## src/rtl/processor_debugger_hex_tx_formatter_pkg.sv

```systemverilog
// Shared constants and types for the debugger hex transmit path.
// The ASCII frame characters are also used by the RX command parser.
package processor_debugger_hex_tx_formatter_pkg;

    localparam logic [7:0] LP_CHAR_START = 8'h23;
    localparam logic [7:0] LP_CHAR_SPLIT = 8'h2C;
    localparam logic [7:0] LP_CHAR_CR    = 8'h0D;
    localparam logic [7:0] LP_CHAR_LF    = 8'h0A;

    typedef enum logic [2:0] {
        ST_IDLE  = 3'd0,
        ST_START = 3'd1,
        ST_DIGIT = 3'd2,
        ST_SPLIT = 3'd3,
        ST_STOP  = 3'd4,
        ST_EOL   = 3'd5
    } tx_state_t;

    typedef struct packed {
        logic start_en;
        logic split_en;
        logic stop_en;
    } tx_flags_t;

endpackage

```

## src/rtl/processor_debugger_hex_tx_formatter_if.sv

```systemverilog
// Word-request side (debugger FSM) and byte side (UART) of the hex formatter.
// master = surrounding logic driving requests; slave = the formatter itself.
interface processor_debugger_hex_tx_formatter_if #(
    parameter int P_DATA_W = 32
);
    logic                iTXD_REQ;
    logic                oTXD_BUSY;
    logic                iTXD_START_EN;
    logic                iTXD_SPLIT_EN;
    logic                iTXD_STOP_EN;
    logic [P_DATA_W-1:0] iTXD_DATA;
    logic                oUART_REQ;
    logic                iUART_BUSY;
    logic [7:0]          oUART_DATA;

    modport master (
        output iTXD_REQ, iTXD_START_EN, iTXD_SPLIT_EN, iTXD_STOP_EN, iTXD_DATA, iUART_BUSY,
        input  oTXD_BUSY, oUART_REQ, oUART_DATA
    );

    modport slave (
        input  iTXD_REQ, iTXD_START_EN, iTXD_SPLIT_EN, iTXD_STOP_EN, iTXD_DATA, iUART_BUSY,
        output oTXD_BUSY, oUART_REQ, oUART_DATA
    );

endinterface

```

## src/rtl/processor_debugger_hex_tx_formatter_nibble2ascii.sv

```systemverilog
// 4-bit value to uppercase ASCII hex digit; purely combinational.
module processor_debugger_hex_tx_formatter_nibble2ascii (
    input  logic [3:0] nibble,
    output logic [7:0] ascii
);

    always_comb begin
        if (nibble < 4'd10) begin
            ascii = 8'h30 + {4'h0, nibble};
        end else begin
            // 'A' - 10 = 8'h37
            ascii = 8'h37 + {4'h0, nibble};
        end
    end

endmodule

```

## src/rtl/processor_debugger_hex_tx_formatter.sv

```systemverilog
// Turns one debugger word per request into an ASCII-hex frame fragment:
// optional '#', the digits MS nibble first, then ',' or CR LF or nothing.
module processor_debugger_hex_tx_formatter
    import processor_debugger_hex_tx_formatter_pkg::*;
#(
    parameter int         P_DATA_W     = 32,
    parameter logic [7:0] P_START_CHAR = LP_CHAR_START,
    parameter logic [7:0] P_SPLIT_CHAR = LP_CHAR_SPLIT,
    parameter logic [7:0] P_STOP_CHAR  = LP_CHAR_CR
) (
    input logic iCLOCK,
    input logic iRESET_SYNC,
    processor_debugger_hex_tx_formatter_if.slave bus
);

    localparam int LP_DIGITS = P_DATA_W / 4;
    localparam int LP_CNT_W  = (LP_DIGITS > 1) ? $clog2(LP_DIGITS) : 1;
    localparam logic [LP_CNT_W-1:0] LP_CNT_TOP = LP_CNT_W'(LP_DIGITS - 1);

    tx_state_t           state_reg, state_next;
    logic                guard_reg, guard_next;
    logic [LP_CNT_W-1:0] cnt_reg,   cnt_next;
    logic [P_DATA_W-1:0] data_reg,  data_next;
    tx_flags_t           flags_reg, flags_next;
    logic [7:0]          byte_reg,  byte_next;

    logic [3:0] nibble_arr [LP_DIGITS];
    logic [3:0] enc_nibble;
    logic [7:0] enc_ascii;
    logic       uart_req;

    for (genvar gi = 0; gi < LP_DIGITS; gi++) begin : g_nibble
        assign nibble_arr[gi] = data_reg[gi*4 +: 4];
    end

    // The encoder always looks at the digit that will be shown next, so the
    // byte register can be loaded on the same edge the state advances.
    always_comb begin
        case (state_reg)
            ST_IDLE:  enc_nibble = bus.iTXD_DATA[P_DATA_W-1 -: 4];
            ST_START: enc_nibble = nibble_arr[LP_DIGITS-1];
            default:  enc_nibble = nibble_arr[cnt_reg - LP_CNT_W'(1)];
        endcase
    end

    processor_debugger_hex_tx_formatter_nibble2ascii u_enc (
        .nibble (enc_nibble),
        .ascii  (enc_ascii)
    );

    always_ff @(posedge iCLOCK) begin
        if (iRESET_SYNC) begin
            state_reg <= ST_IDLE;
            guard_reg <= 1'b0;
            cnt_reg   <= '0;
            data_reg  <= '0;
            flags_reg <= '0;
            byte_reg  <= 8'h00;
        end else begin
            state_reg <= state_next;
            guard_reg <= guard_next;
            cnt_reg   <= cnt_next;
            data_reg  <= data_next;
            flags_reg <= flags_next;
            byte_reg  <= byte_next;
        end
    end

    always_comb begin
        state_next = state_reg;
        guard_next = guard_reg;
        cnt_next   = cnt_reg;
        data_next  = data_reg;
        flags_next = flags_reg;
        byte_next  = byte_reg;
        uart_req   = 1'b0;

        case (state_reg)
            ST_IDLE: begin
                if (bus.iTXD_REQ) begin
                    data_next  = bus.iTXD_DATA;
                    flags_next = '{start_en: bus.iTXD_START_EN,
                                   split_en: bus.iTXD_SPLIT_EN,
                                   stop_en:  bus.iTXD_STOP_EN};
                    cnt_next   = LP_CNT_TOP;
                    guard_next = 1'b0;
                    if (bus.iTXD_START_EN) begin
                        state_next = ST_START;
                        byte_next  = P_START_CHAR;
                    end else begin
                        state_next = ST_DIGIT;
                        byte_next  = enc_ascii;
                    end
                end
            end

            default: begin
                if (!guard_reg) begin
                    // Strobe once, then a quiet cycle so the UART can raise busy.
                    if (!bus.iUART_BUSY) begin
                        uart_req   = 1'b1;
                        guard_next = 1'b1;
                    end
                end else begin
                    guard_next = 1'b0;
                    case (state_reg)
                        ST_START: begin
                            state_next = ST_DIGIT;
                            byte_next  = enc_ascii;
                        end
                        ST_DIGIT: begin
                            if (cnt_reg != '0) begin
                                cnt_next  = cnt_reg - LP_CNT_W'(1);
                                byte_next = enc_ascii;
                            end else if (flags_reg.stop_en) begin
                                state_next = ST_STOP;
                                byte_next  = P_STOP_CHAR;
                            end else if (flags_reg.split_en) begin
                                state_next = ST_SPLIT;
                                byte_next  = P_SPLIT_CHAR;
                            end else begin
                                state_next = ST_IDLE;
                            end
                        end
                        ST_STOP: begin
                            state_next = ST_EOL;
                            byte_next  = LP_CHAR_LF;
                        end
                        default: begin
                            state_next = ST_IDLE;
                        end
                    endcase
                end
            end
        endcase
    end

    assign bus.oTXD_BUSY  = (state_reg != ST_IDLE);
    assign bus.oUART_REQ  = uart_req;
    assign bus.oUART_DATA = byte_reg;

endmodule

```

## src/flat_wrapper.sv

```systemverilog
// flat-port wrapper written by rule: the top's interface ports become plain ports
module processor_debugger_hex_tx_formatter_flat import processor_debugger_hex_tx_formatter_pkg::*;
#(
    parameter int         P_DATA_W     = 32,
    parameter logic [7:0] P_START_CHAR = LP_CHAR_START,
    parameter logic [7:0] P_SPLIT_CHAR = LP_CHAR_SPLIT,
    parameter logic [7:0] P_STOP_CHAR  = LP_CHAR_CR
)
  (iCLOCK, iRESET_SYNC, bus_iTXD_REQ, bus_iTXD_START_EN, bus_iTXD_SPLIT_EN, bus_iTXD_STOP_EN, bus_iTXD_DATA, bus_iUART_BUSY, bus_oTXD_BUSY, bus_oUART_REQ, bus_oUART_DATA);
  processor_debugger_hex_tx_formatter_if #(.P_DATA_W(P_DATA_W)) bus_i ();
  input logic iCLOCK;
  input logic iRESET_SYNC;
  input wire logic [$bits(bus_i.iTXD_REQ)-1:0] bus_iTXD_REQ;
  input wire logic [$bits(bus_i.iTXD_START_EN)-1:0] bus_iTXD_START_EN;
  input wire logic [$bits(bus_i.iTXD_SPLIT_EN)-1:0] bus_iTXD_SPLIT_EN;
  input wire logic [$bits(bus_i.iTXD_STOP_EN)-1:0] bus_iTXD_STOP_EN;
  input wire logic [$bits(bus_i.iTXD_DATA)-1:0] bus_iTXD_DATA;
  input wire logic [$bits(bus_i.iUART_BUSY)-1:0] bus_iUART_BUSY;
  output wire logic [$bits(bus_i.oTXD_BUSY)-1:0] bus_oTXD_BUSY;
  output wire logic [$bits(bus_i.oUART_REQ)-1:0] bus_oUART_REQ;
  output wire logic [$bits(bus_i.oUART_DATA)-1:0] bus_oUART_DATA;
  assign bus_i.iTXD_REQ = bus_iTXD_REQ;
  assign bus_i.iTXD_START_EN = bus_iTXD_START_EN;
  assign bus_i.iTXD_SPLIT_EN = bus_iTXD_SPLIT_EN;
  assign bus_i.iTXD_STOP_EN = bus_iTXD_STOP_EN;
  assign bus_i.iTXD_DATA = bus_iTXD_DATA;
  assign bus_i.iUART_BUSY = bus_iUART_BUSY;
  assign bus_oTXD_BUSY = bus_i.oTXD_BUSY;
  assign bus_oUART_REQ = bus_i.oUART_REQ;
  assign bus_oUART_DATA = bus_i.oUART_DATA;
  processor_debugger_hex_tx_formatter #(.P_DATA_W(P_DATA_W), .P_START_CHAR(P_START_CHAR), .P_SPLIT_CHAR(P_SPLIT_CHAR), .P_STOP_CHAR(P_STOP_CHAR)) u_core (.iCLOCK(iCLOCK), .iRESET_SYNC(iRESET_SYNC), .bus(bus_i));
endmodule
```

## config.mk

```make
export PLATFORM = sky130hd
export DESIGN_NAME = processor_debugger_hex_tx_formatter_flat
export DESIGN_NICKNAME = d
export VERILOG_FILES = /design/src/rtl/processor_debugger_hex_tx_formatter_pkg.sv /design/src/rtl/processor_debugger_hex_tx_formatter_if.sv /design/src/rtl/processor_debugger_hex_tx_formatter_nibble2ascii.sv /design/src/rtl/processor_debugger_hex_tx_formatter.sv /design/src/flat_wrapper.sv
export SDC_FILE = /design/constraint.sdc
export NUM_CORES = 1
export LEC_CHECK = 0
export CAP_MARGIN = 15
export CORE_MARGIN = 2
export CORE_UTILIZATION = 30
export DETAILED_ROUTE_END_ITERATION = 8
export PLACE_DENSITY = 0.65
export SYNTH_ARGS = -nofsm -noshare
export SYNTH_HDL_FRONTEND = slang
export SYNTH_HIERARCHICAL = 1
export SYNTH_SLANG_ARGS = --single-unit
```

## constraint.sdc

```tcl
create_clock -name iCLOCK -period 3.3 [get_ports iCLOCK]
set_clock_uncertainty 0.05 [all_clocks]
set_input_delay 0.66 -clock iCLOCK [delete_from_list [all_inputs] [get_ports iCLOCK]]
set_output_delay 0.66 -clock iCLOCK [all_outputs]
set_load 0.005 [all_outputs]
```

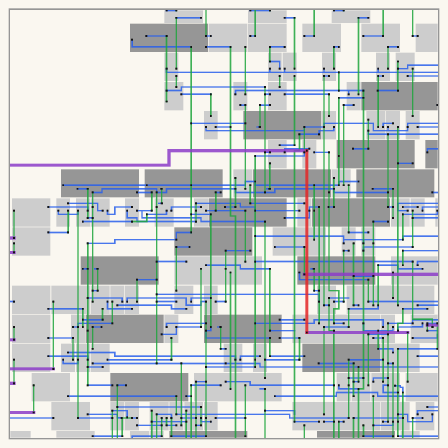
zoom.png
Region (4, 51) to (44, 91) µm. Cells in grey, sequential cells in the stronger grey; small squares are vias.
[met4] red
[met3] purple
[met1] blue
[met2] green
sequential cells in the window: 17
netlist names of flops here include: u_core/data_reg (17)
cells with their middle in the window: 95
most frequent: nand2_1 (34), a21oi_1 (18), dfxtp_1 (17)

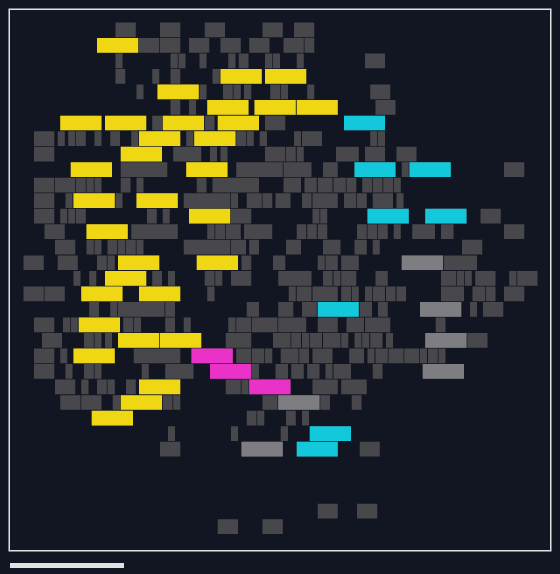
registers.png
Scale bar: 20 µm. Other sequential cells in the stronger grey, the rest of the logic in the fainter grey.
[u_core/cnt_reg] magenta | flops: 3
[u_core/data_reg] yellow | flops: 32
[u_core/bus.oUART_DATA] cyan | flops: 8
Reg area: 981 µm²
Util after Layout: 38.5%
sequential share of cell area: 31.5%
sequential power: 792 µW

==> flow_summary.json <==
{
  "use_met2_pct": 21.3,
  "finalWeightedCongestion": 0.944,
  "nonClockBufferCount": 53,
  "comb_share_pct": 43.6,
  "ys_top_logic_family": "simple AND/OR/NAND/NOR gates",
  "mux_area_share_pct": 11.9,
  "outcome": "finished clean",
  "cp_num_cells": 11,
  "setup_viol": 0,
  "slew_violations": 0,
  "ys_cells": 299,
  "path_buffers": 2,
  "worst_r2r_path_depth": 11,
  "finalWorstSetupSlack_ps": 319,
  "fp.dieW_um": 94.6,
  "clk_latency_ps": 300,
  "yosysSeqAreaShare_pct": 39.8,
  "flops": 49,
  "timing.final.hold_violations": 0,
  "grt-busiest-layer": "met2",
  "dr.pass1.iters": 4,
  "routed_wl_mm": 5.79,
  "hold_end": "u_core/data_reg[3]$_SDFFE_PP0P_",
  "numCtsBuffers": 5,
  "clk_path_buf_depth": 2,
  "clock-sinks": 49,
  "tap_cells": 105,
  "hold_depth": 2,
  "reg2reg_to": "u_core/bus.oUART_DATA[2]$_SDFFE_PP0P_",
  "flop_cell": "dfxtp_1",
  "grtUsageMet1_pct": 17.8,
  "m1WireLength_mm": 2.73,
  "row_count": 33,
  "synth_nets": 341,
  "ys_async_sr_fraction_pct": 0
}
[synth_stat cells, drive strengths merged, types with 2 or more instances]
cell type	instances	area share, %
mux2i	8	3.3
nor3b	3	1.1
inv	10	1.5
o21ai	10	2.0
a21oi	46	9.3
a211oi	5	2.1
nor3	4	1.7
nor2	8	1.2
clkbuf	11	1.7
a31oi	2	0.51
dfxtp	49	40
buf	9	1.9
nand3	4	0.81
nand4	2	0.51
a32oi	2	0.71
mux4	8	7.3
mux2	3	1.4
nand2	82	13
nand2b	3	0.76
or2	2	0.51
ha	3	1.5
nor2b	4	1.0
xnor2	2	0.71
a22oi	4	1.2
and2	3	0.86
[report_power, final]
group          total, mW  switching [mW]  leakage [nW]  internal (mW)
Combinational      0.930           0.489         0.686          0.441
Clock              0.361           0.210        0.0445          0.151
Sequential         0.792          0.0937         0.402          0.698
Power is estimated from default activity; no workload was simulated.
